--- src/rtl/rmc_pkg.sv ---
// Shared RMC definitions: FSM encoding, counter widths and
// the qualification-limit helper used by the RMC pin stages.
package rmc_pkg;

  localparam int CNT_W    = 16;
  localparam int GLITCH_W = 8;

  typedef enum logic [1:0] {
    ST_HI  = 2'b00,
    ST_QLO = 2'b01,
    ST_LO  = 2'b10,
    ST_QHI = 2'b11
  } rmc_st_e;

  // A zero tick count behaves like one tick.
  function automatic logic [CNT_W-1:0] qual_lim(
    input logic [CNT_W-1:0] n
  );
    return (n == '0) ? '0 : n - 16'd1;
  endfunction

endpackage

--- src/rtl/rmc_sync.sv ---
// Reset-valued flop chain bringing an asynchronous RMC pin
// into clk_in; depth is SYNC_STAGES (2 or 3).
module rmc_sync #(
  parameter int   SYNC_STAGES = 2,
  parameter logic RST_VALUE   = 1'b1
) (
  input  logic clk_in,
  input  logic iRst_n,
  input  logic d_in,
  output logic s_out
);

  logic [SYNC_STAGES-1:0] sync_q;
  logic [SYNC_STAGES-1:0] sync_d;

  always_comb begin
    sync_d = {sync_q[SYNC_STAGES-2:0], d_in};
  end

  always_ff @(posedge clk_in or negedge iRst_n) begin
    if (!iRst_n) begin
      sync_q <= {SYNC_STAGES{RST_VALUE}};
    end else begin
      sync_q <= sync_d;
    end
  end

  assign s_out = sync_q[SYNC_STAGES-1];

endmodule

--- src/rtl/rmc_enable_debounce.sv ---
// Debounces the raw RMC_enable pin with separate rise/fall
// tick qualification, edge pulses and a glitch counter.
module rmc_enable_debounce
  import rmc_pkg::*;
#(
  parameter int         SYNC_STAGES = 2,
  parameter logic [15:0] RISE_CNT   = 16'd4,
  parameter logic [15:0] FALL_CNT   = 16'd8,
  parameter logic       RST_VALUE   = 1'b1
) (
  input  logic                clk_in,
  input  logic                iRst_n,
  input  logic                iTick,
  input  logic                iClear,
  input  logic                iRMC_enable_raw,
  output logic                oRMC_enable_debounce,
  output logic                oRise_pulse,
  output logic                oFall_pulse,
  output logic [GLITCH_W-1:0] oGlitch_cnt
);

  localparam logic [CNT_W-1:0] RISE_LIM = qual_lim(RISE_CNT);
  localparam logic [CNT_W-1:0] FALL_LIM = qual_lim(FALL_CNT);
  localparam rmc_st_e RST_ST = RST_VALUE ? ST_HI : ST_LO;

  logic s_in;

  rmc_sync #(
    .SYNC_STAGES(SYNC_STAGES),
    .RST_VALUE  (RST_VALUE)
  ) u_sync (
    .clk_in(clk_in),
    .iRst_n(iRst_n),
    .d_in  (iRMC_enable_raw),
    .s_out (s_in)
  );

  rmc_st_e             state_q, state_d;
  logic [CNT_W-1:0]    cnt_q, cnt_d;
  logic [GLITCH_W-1:0] glitch_q, glitch_d;
  logic                out_q, out_d;
  logic                rise_q, rise_d;
  logic                fall_q, fall_d;
  logic                glitch_ev;

  always_comb begin
    state_d   = state_q;
    cnt_d     = cnt_q;
    out_d     = out_q;
    rise_d    = 1'b0;
    fall_d    = 1'b0;
    glitch_ev = 1'b0;
    unique case (state_q)
      ST_HI: begin
        if (!s_in) begin
          state_d = ST_QLO;
          cnt_d   = '0;
        end
      end
      ST_QLO: begin
        // A reversal beats a coincident tick.
        if (s_in) begin
          state_d   = ST_HI;
          cnt_d     = '0;
          glitch_ev = 1'b1;
        end else if (iTick) begin
          if (cnt_q == FALL_LIM) begin
            state_d = ST_LO;
            cnt_d   = '0;
            out_d   = 1'b0;
            fall_d  = 1'b1;
          end else begin
            cnt_d = cnt_q + 16'd1;
          end
        end
      end
      ST_LO: begin
        if (s_in) begin
          state_d = ST_QHI;
          cnt_d   = '0;
        end
      end
      ST_QHI: begin
        if (!s_in) begin
          state_d   = ST_LO;
          cnt_d     = '0;
          glitch_ev = 1'b1;
        end else if (iTick) begin
          if (cnt_q == RISE_LIM) begin
            state_d = ST_HI;
            cnt_d   = '0;
            out_d   = 1'b1;
            rise_d  = 1'b1;
          end else begin
            cnt_d = cnt_q + 16'd1;
          end
        end
      end
      default: begin
        state_d = RST_ST;
        cnt_d   = '0;
      end
    endcase
  end

  always_comb begin
    glitch_d = glitch_q;
    if (iClear) begin
      glitch_d = '0;
    end else if (glitch_ev && (glitch_q != '1)) begin
      glitch_d = glitch_q + 8'd1;
    end
  end

  always_ff @(posedge clk_in or negedge iRst_n) begin
    if (!iRst_n) begin
      state_q  <= RST_ST;
      cnt_q    <= '0;
      glitch_q <= '0;
      out_q    <= RST_VALUE;
      rise_q   <= 1'b0;
      fall_q   <= 1'b0;
    end else begin
      state_q  <= state_d;
      cnt_q    <= cnt_d;
      glitch_q <= glitch_d;
      out_q    <= out_d;
      rise_q   <= rise_d;
      fall_q   <= fall_d;
    end
  end

  assign oRMC_enable_debounce = out_q;
  assign oRise_pulse          = rise_q;
  assign oFall_pulse          = fall_q;
  assign oGlitch_cnt          = glitch_q;

endmodule

--- config.mk ---
export PLATFORM = sky130hd
export DESIGN_NAME = rmc_enable_debounce
export DESIGN_NICKNAME = d
export VERILOG_FILES = /design/src/rtl/rmc_pkg.sv /design/src/rtl/rmc_sync.sv /design/src/rtl/rmc_enable_debounce.sv
export SDC_FILE = /design/constraint.sdc
export NUM_CORES = 1
export LEC_CHECK = 0
export CORE_MARGIN = 4
export CORE_UTILIZATION = 50
export CTS_BUF_LIST = sky130_fd_sc_hd__clkbuf_4 sky130_fd_sc_hd__clkbuf_8 sky130_fd_sc_hd__clkbuf_16
export CTS_CLUSTER_DIAMETER = 100
export DETAILED_ROUTE_END_ITERATION = 7
export HOLD_SLACK_MARGIN = 0.12
export PLACE_DENSITY = 0.74
export SYNTH_ARGS = -nofsm -noshare
export SYNTH_HDL_FRONTEND = slang
export SYNTH_SLANG_ARGS = --single-unit
--- constraint.sdc ---
create_clock -name clk_in -period 1.9 [get_ports clk_in]
set_input_delay 0.475 -clock clk_in [delete_from_list [all_inputs] [get_ports clk_in]]
set_output_delay 0.475 -clock clk_in [all_outputs]
set_load 0.01 [all_outputs]
Fig. 1: run 1, pin placement
Scale: 4 px per µm. Pins as bars across the die edge, other pins in grey.
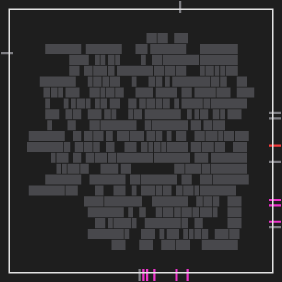
colour	port	pins	direction	edge
red	iTick	1	input	right
magenta	oGlitch_cnt	8	output	5 bottom, 3 right

Fig. 2: run 1, M2 wires
Scale: 6 px per µm. Cells faint in the background.
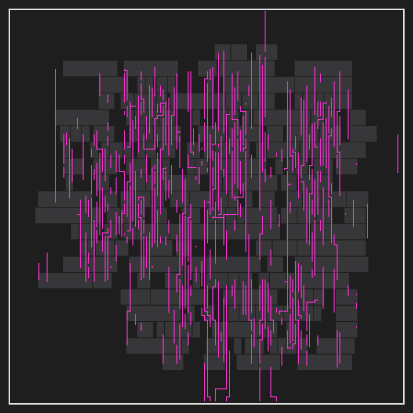
main direction	vertical
wire length on this layer	1770 µm
longest straight run	25.8 µm

Fig. 3: run 1, cells coloured by class
Scale: 6 px per µm. Fill, decap, tap and diode cells in grey.
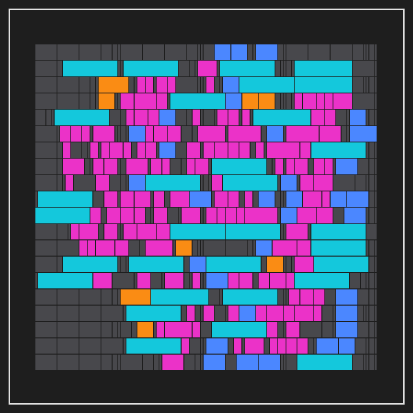
colour	class	cells	share of their area
blue	remaining buffers and delay cells	34	15%
magenta	remaining logic cells	138	42%
cyan	registers	31	39%
orange	clock drivers and dummy loads	8	3.6%

-- run 1: repair_timing --
action	CTS	global route
hold endpoints to repair	0	0
cloned	0	1
resized	1	5
buffers inserted	0	3
setup endpoints to repair	1	20
pin swaps	0	1
-- run 1: worst max path at each step --
| stage | from | cells after the start | slack (ps) | end |
|---|---|---|---|---|
| global placement | iTick | 6 | -40 | cnt_q[13] |
| finish | oGlitch_cnt[3] | 1 | 60 | oGlitch_cnt[3] |
| CTS | oRMC_enable_debounce | 1 | 0.8 | oRMC_enable_debounce |
| global route | u_sync.sync_q[1] | 7 | -20 | cnt_q[9] |
| floorplan | u_sync.sync_q[1] | 7 | 40 | cnt_q[9] |
| detailed placement | iTick | 6 | -100 | cnt_q[13] |
==> reports/qor.txt, run 1 <==
Status: completed
Number of global-route vias before repair: 1307
FF-to-FF path depth: 5
CP top delay family: buffers and inverters
Latency at later pin: 340 ps
P_comb: 0.133 mW
Yosys top cell by instances: dfrtp_1
TritonCTS clock tree: done
DR vias/cell: 5.67
Core Region: 3100 µm²
Cell Type Count: 42
Highest clock rate: 544 MHz
Most common library cells after synthesis: 28 x dfrtp_1, 22 x nor2_1, 17 x nand2_1
Chip height: 65.5 µm
H-tree levels: 2
Synth area leaders: dfrtp_1 42%, nor2_1 5.0%, dfstp_2 4.8%, o21ai_0 4.5%, nand2_1 3.9%
Setup_tns: 0 ps
Yosys stat area: 1650 µm²
Cell chain of the critical path: clkdlybuf4s50_1
All-Layer GR Usage: 19.0%
First-pass GRT wire length: 6110 µm
Synth-to-Final Area Change: 23.9%
I/O Pins: 16
Combinational share of power: 10.3%
Drt pass-1 iters: 4
Most frequent cells in the layout: 27 x dfrtp_1, 22 x nor2_1, 19 x buf_4
Logic area: 838 µm²
Final period util: 96.7%
Layout Skew: 9.10 ps
Flip-flop count of the largest register after layout: 16
Number of max-cap violations: 0
Tap cells: 44
CTS Buf Count: 5
Pin slew with the least headroom to its limit: 424 ps
Met3 Use GR: 5.30%
Flop count: 31
Sequential Power Share: 53.8%
Cells after Synth: 176
DIE WIDTH: 65.5 µm
RSZ-0062 raised after global routing: true
CP Capture Type: primary output
Top cell excl fill/tap: dfrtp_1
Min-delay src: u_sync.sync_q[0]
Inverters: 2
HPWL Detailed: 2570 µm
Area after DPL: 1930 µm²
Clk sinks: 31
XOR/XNOR Fraction of Synth Area: 5.30%
CP startpoint kind: flop
Yosys cell count: 176
Yosys warnings: 0
Non-clk buf share: 14.4%
Critical Path RT: 1420 ps
Post-route insts no fill: 255
Clock group power: 0.460 mW
Synth mux share: 4.01%
Crit path DAT: 1360 ps
CTS Buffer Depth: 2
Reg2reg setup slack: 70 ps
Aoi share: 12.6%
WL/cell: 14.3 µm
Final setup margin: 62.6 ps
Routability congestion estimate: 0.852
Comb gates: 136
Layout Nets: 217
Drt drc: 0
Area leader share: 42.4%
Hold_buf cts: 0
Hold Path Stages: 0
Seq group: 0.690 mW
Mapped Area: 1650 µm²
Crit-path slowest cell: clkdlybuf4s50_1
Fig. 4: run 1, clock wiring as the flow saved it
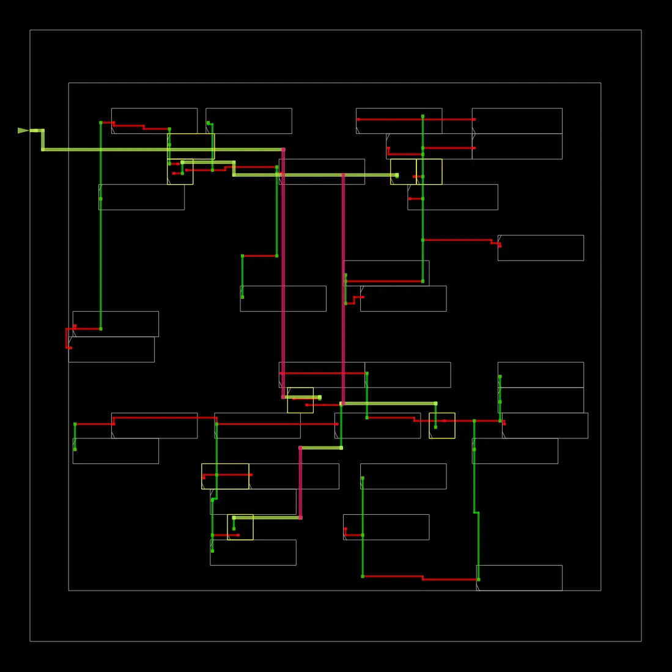

--- run 2 (diff from run 1) ---
--- a/config.mk
+++ b/config.mk
@@ -9,6 +9,7 @@
 export CORE_UTILIZATION = 50
 export CTS_BUF_LIST = sky130_fd_sc_hd__clkbuf_4 sky130_fd_sc_hd__clkbuf_8 sky130_fd_sc_hd__clkbuf_16
 export CTS_CLUSTER_DIAMETER = 100
+export CTS_CLUSTER_SIZE = 25
 export DETAILED_ROUTE_END_ITERATION = 7
 export HOLD_SLACK_MARGIN = 0.12
 export PLACE_DENSITY = 0.74
==> constraint.sdc (replaced) <==
create_clock -name clk_in -period 1.9 [get_ports clk_in]
set_input_delay 0.57 -clock clk_in [delete_from_list [all_inputs] [get_ports clk_in]]
set_output_delay 0.57 -clock clk_in [all_outputs]
set_load 0.01 [all_outputs]
Fig. 5: run 2, clock wiring as the flow saved it
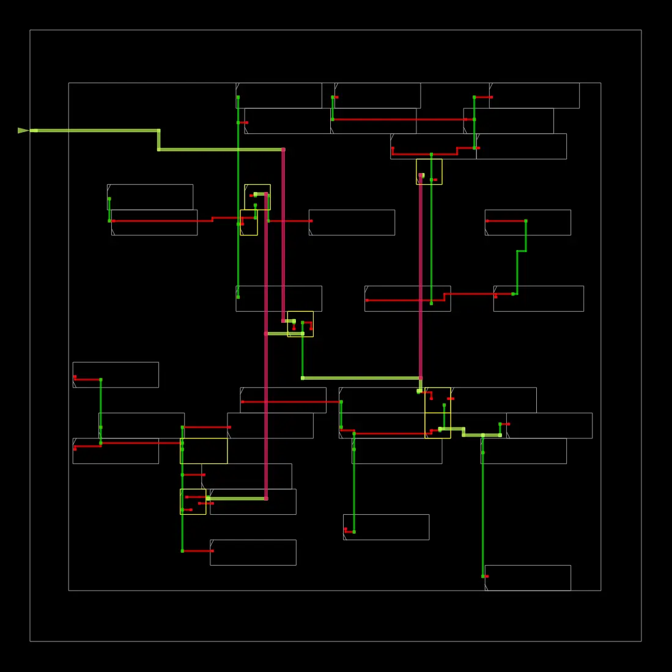
clk sinks: 31
clock group power: 0.412 mW
# clk buffers: 7
Latency at later pin: 330 ps
Layout Skew: 11.7 ps

==> reports/qor.txt, run 2 <==
Status: completed (unchanged)
Area after DPL: 1920 µm² (was 1930 µm²)
TritonCTS clock tree: done (unchanged)
Cell chain of the critical path: clkdlybuf4s50_1 (unchanged)
XOR/XNOR Fraction of Synth Area: 5.30% (unchanged)
Aoi share: 12.6% (unchanged)
CP Capture Type: primary output (unchanged)
Crit-path slowest cell: clkdlybuf4s50_1 (unchanged)
Post-CTS Repair Setup Buffers: 1 (was 0)
CP top delay family: buffers and inverters (unchanged)
Stages on worst setup path: 1 (unchanged)
Critical Path RT: 1330 ps (was 1420 ps)
Synth-to-Final Area Change: 27.8% (was 23.9%)
Drt pass-1 iters: 4 (unchanged)
Yosys top cell by instances: dfrtp_1 (unchanged)
Met2 GRT Util: 28.6% (was 31.1%)
Routability congestion estimate: 0.889 (was 0.852)
DR vias: 1460 (was 1445)
Cell Type Count: 42 (unchanged)
Die Size: 4290 µm² (unchanged)
Drt drc: 0 (unchanged)
CTS Buf Count: 5 (unchanged)
Top cell excl fill/tap: buf_4 (was dfrtp_1)
Highest clock rate: 540 MHz (was 544 MHz)
FF-to-FF path depth: 5 (unchanged)
Final setup margin: 49.6 ps (was 62.6 ps)
Combinational share of power: 11.1% (was 10.3%)
Met3 Use GR: 5.30% (unchanged)
Worst R2R Start: u_sync.sync_q[1] (unchanged)
Chip height: 65.5 µm (unchanged)
Flip-flop count of the largest register after layout: 16 (unchanged)
Final WL: 3770 µm (was 3650 µm)
Yosys cell count: 176 (unchanged)
All-Layer GR Usage: 18.2% (was 19.0%)
Crit path launch: oGlitch_cnt[3] (unchanged)
Pin slew with the least headroom to its limit: 387 ps (was 424 ps)
Final period util: 97.4% (was 96.7%)
Crit path DAT: 1280 ps (was 1360 ps)
Mapped Area: 1650 µm² (unchanged)
Layout cells sized above 1: 24.5% (was 20.4%)
CTS resizes: 3 (was 1)
Hold Path Stages: 0 (unchanged)
Hold_buf cts: 0 (unchanged)
Reg2reg setup slack: 70 ps (about the same)
CP startpoint kind: flop (unchanged)
WHS Endpoint: u_sync.sync_q[1] (unchanged)
DR vias/cell: 5.53 (was 5.67)
Synth mux share: 4.01% (unchanged)
Most frequent cells in the layout: 28 x buf_4, 25 x dfrtp_1, 22 x nor2_1 (was 27 x dfrtp_1, 22 x nor2_1, 19 x buf_4)
Number of max-cap violations: 0 (unchanged)
Area leader share: 42.4% (unchanged)
Layout Nets: 226 (was 217)
Number of global-route vias before repair: 1269 (was 1307)
Most common library cells after synthesis: 28 x dfrtp_1, 22 x nor2_1, 17 x nand2_1 (unchanged)
I/O Pins: 16 (unchanged)
Yosys stat area: 1650 µm² (unchanged)
Core Region: 3100 µm² (unchanged)
DIE WIDTH: 65.5 µm (unchanged)
WL/cell: 14.3 µm (about the same)
Sequential Power Share: 55.7% (was 53.8%)
CTS Buffer Depth: 2 (unchanged)
Crit path to: oGlitch_cnt[3] (unchanged)
Synth area leaders: dfrtp_1 42%, nor2_1 5.0%, dfstp_2 4.8%, o21ai_0 4.5%, nand2_1 3.9% (unchanged)
FF+latch count, synth: 31 (unchanged)
Detail Route Antenna Nets: 0 (unchanged)
Min-delay src: u_sync.sync_q[0] (unchanged)
HPWL Detailed: 2520 µm (was 2570 µm)
Logic area: 838 µm² (unchanged)
Setup_tns: 0 ps (unchanged)
[run 2: cell counts after synthesis]
Identical to the previous run, type by type.
[run 2: area by class of cell]
| cell class | count | share of cell area (%) |
|---|---|---|
| well taps | 44 | 2.60 |
| clock inverters | 1 | 0.237 |
| clock buffers | 7 | 2.78 |
| inverters | 2 | 0.355 |
| flip-flops and latches | 31 | 37.0 |
| repair buffers | 44 | 17.3 |
| multi-input cells | 135 | 39.6 |
[run 2: stage by stage]
step / instances / hold WS, ps / utilization (%)
4_1_cts: 250 / 364 / 64.1
6_report: 264 / 362 / 68.1
3_5_place_dp: 241 / 350 / 61.7
2_1_floorplan: 176 / 274 / -
3_3_place_gp: 241 / 345 / 61.7
5_1_grt: 264 / 371 / 68.1
Fig. 6: run 2, clock network drawn from the DEF
Scale: 8 px per µm.
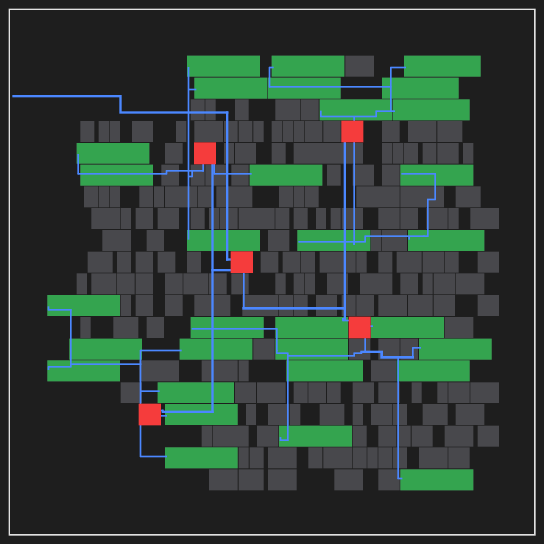

--- run 3 (diff from run 2) ---
--- a/config.mk
+++ b/config.mk
@@ -16,3 +16,4 @@
 export SYNTH_ARGS = -nofsm -noshare
 export SYNTH_HDL_FRONTEND = slang
 export SYNTH_SLANG_ARGS = --single-unit
+export TNS_END_PERCENT = 10
Fig. 7: run 3, clock network drawn from the DEF
Scale: 8 px per µm.
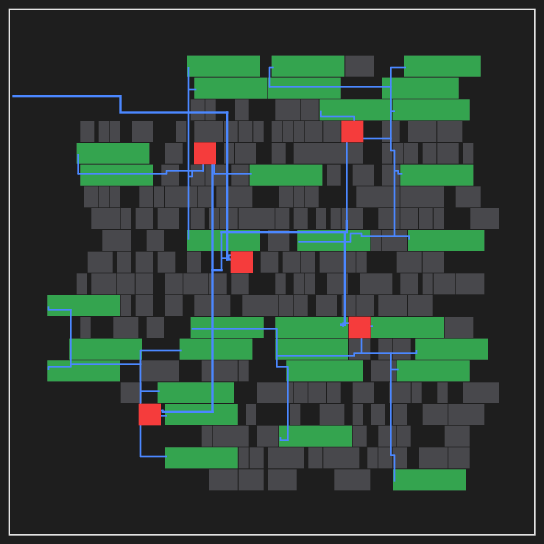
[red] clock-net drivers | count: 5
[blue] clock wires | length: 377 µm
[green] flip-flops | count: 31
flops lie	all over the die

==> reports/qor.txt, run 3 <==
Cell chain of the critical path: nand2_1, mux2_4, a21o_4, or2_4, o31ai_2 (was clkdlybuf4s50_1)
# clk buffers: 7 (unchanged)
XOR/XNOR Fraction of Synth Area: 5.30% (unchanged)
Core Region: 3100 µm² (unchanged)
Seq group: 0.691 mW (was 0.689 mW)
WL/cell: 14.4 µm (was 14.3 µm)
Sequential Power Share: 56.3% (was 55.7%)
Logic share of the area: 41.3% (was 39.6%)
I/O Pins: 16 (unchanged)
Number of global-route vias before repair: 1260 (was 1269)
Final WL: 3610 µm (was 3770 µm)
Largest cell class by area: multi-input combinational cells (unchanged)
Comb gates: 135 (unchanged)
Clk cell area share: 3.14% (was 3.02%)
Cells after Synth: 176 (unchanged)
Pin slew with the least headroom to its limit: 461 ps (was 387 ps)
Status: completed (unchanged)
Logic area: 838 µm² (unchanged)
Finished Cell Area: 2030 µm² (was 2110 µm²)
Reg2reg setup slack: 60 ps (was 70 ps)
Layout cells sized above 1: 19.8% (was 24.5%)
Yosys stat area: 1650 µm² (unchanged)
Cell Type Count: 42 (unchanged)
Yosys top cell by instances: dfrtp_1 (unchanged)
Worst R2R Start: u_sync.sync_q[1] (unchanged)
Crit-path slowest cell: dfstp_2 (was clkdlybuf4s50_1)
Synth mux share: 4.01% (unchanged)
TritonCTS clock tree: done (unchanged)
HPWL Detailed: 2520 µm (unchanged)
CP top delay family: flip-flops (was buffers and inverters)
FF-to-FF path depth: 5 (unchanged)
WHS Endpoint: u_sync.sync_q[1] (unchanged)
RSZ-0062 raised after global routing: true
Hold_buf cts: 0 (unchanged)
Stages on worst setup path: 5 (was 1)
Layout Skew: 12.3 ps (was 11.7 ps)
Layout Nets: 213 (was 226)
All-Layer GR Usage: 18.1% (was 18.2%)
Chip height: 65.5 µm (unchanged)
Combinational share of power: 10.3% (was 11.1%)
DRT met1 WL: 1620 µm (was 1690 µm)
Yosys warnings: 0 (unchanged)
CP Capture Type: flop (was primary output)
Crit path DAT: 2080 ps (was 1280 ps)
Drt drc: 0 (unchanged)
DIE WIDTH: 65.5 µm (unchanged)
Latency at later pin: 330 ps (about the same)
Hold Path Stages: 0 (unchanged)
Synth Net Count: 183 (unchanged)
Most frequent cells in the layout: 25 x dfrtp_1, 22 x nor2_1, 17 x nand2_1 (was 28 x buf_4, 25 x dfrtp_1, 22 x nor2_1)
FF+latch count, synth: 31 (unchanged)
Area leader share: 42.4% (unchanged)
Drt pass-1 iters: 4 (unchanged)
Met2 GRT Util: 28.4% (was 28.6%)
Setup_tns: 0 ps (unchanged)
Critical Path RT: 2140 ps (was 1330 ps)
Area after DPL: 1920 µm² (unchanged)
Crit path launch: u_sync.sync_q[1] (was oGlitch_cnt[3])
Detail Route Antenna Nets: 0 (unchanged)
Pin count of the biggest net entering global routing: 32 (unchanged)
Leakage: 0.995 nW (was 0.951 nW)
Highest clock rate: 544 MHz (was 540 MHz)
P_comb: 0.126 mW (was 0.137 mW)
Plain + repair buffers: 31 (was 44)
DR vias: 1417 (was 1460)
Aoi share: 12.6% (unchanged)
Non-clk buf share: 13.9% (was 17.3%)
Mapped Area: 1650 µm² (unchanged)
CTS Buffer Depth: 2 (unchanged)
First-pass GRT wire length: 5890 µm (was 5930 µm)
Crit path to: cnt_q[5] (was oGlitch_cnt[3])
Met3 Use GR: 5.30% (unchanged)
Number of max-cap violations: 0 (unchanged)
Clock group power: 0.409 mW (was 0.412 mW)
Tap cells: 44 (unchanged)
Die Size: 4290 µm² (unchanged)
Synth-to-Final Area Change: 22.8% (was 27.8%)
CTS Buf Count: 5 (unchanged)
H-tree levels: 2 (unchanged)
Flop count: 31 (unchanged)
Final period util: 96.7% (was 97.4%)
Top cell excl fill/tap: dfrtp_1 (was buf_4)
Yosys cell count: 176 (unchanged)
Slowest stage delay, CP: 620 ps (was 540 ps)
[run 3: netlist changes by cell type in the layout (fill, tap and decap cells not counted), sizes merged]
cell           before  now
buf                28   16
clkbuf              8    7
clkdlybuf4s50      13    6
dlygate4sd2         1    2
dlymetal6s2s        1    7
[run 3: metrics by stage]
step	hold slack (ps)	util, %	cells	power (mW)
4_1_cts	364	63.8	249	1.24
6_report	361	65.4	251	1.23
3_5_place_dp	350	61.7	241	0.828
2_1_floorplan	274	-	176	0.765
3_3_place_gp	345	61.7	241	0.823
5_1_grt	371	65.4	251	1.29
[run 3: timing repair]
action / CTS / global route
endpoints found under the hold margin: 0 / 0
pin swaps: 0 / 1
buffers inserted: 0 / 2
resized: 4 / 14
setup endpoints to repair: 4 / 33
No activity file was given, so power comes from the tool's default toggle rates.
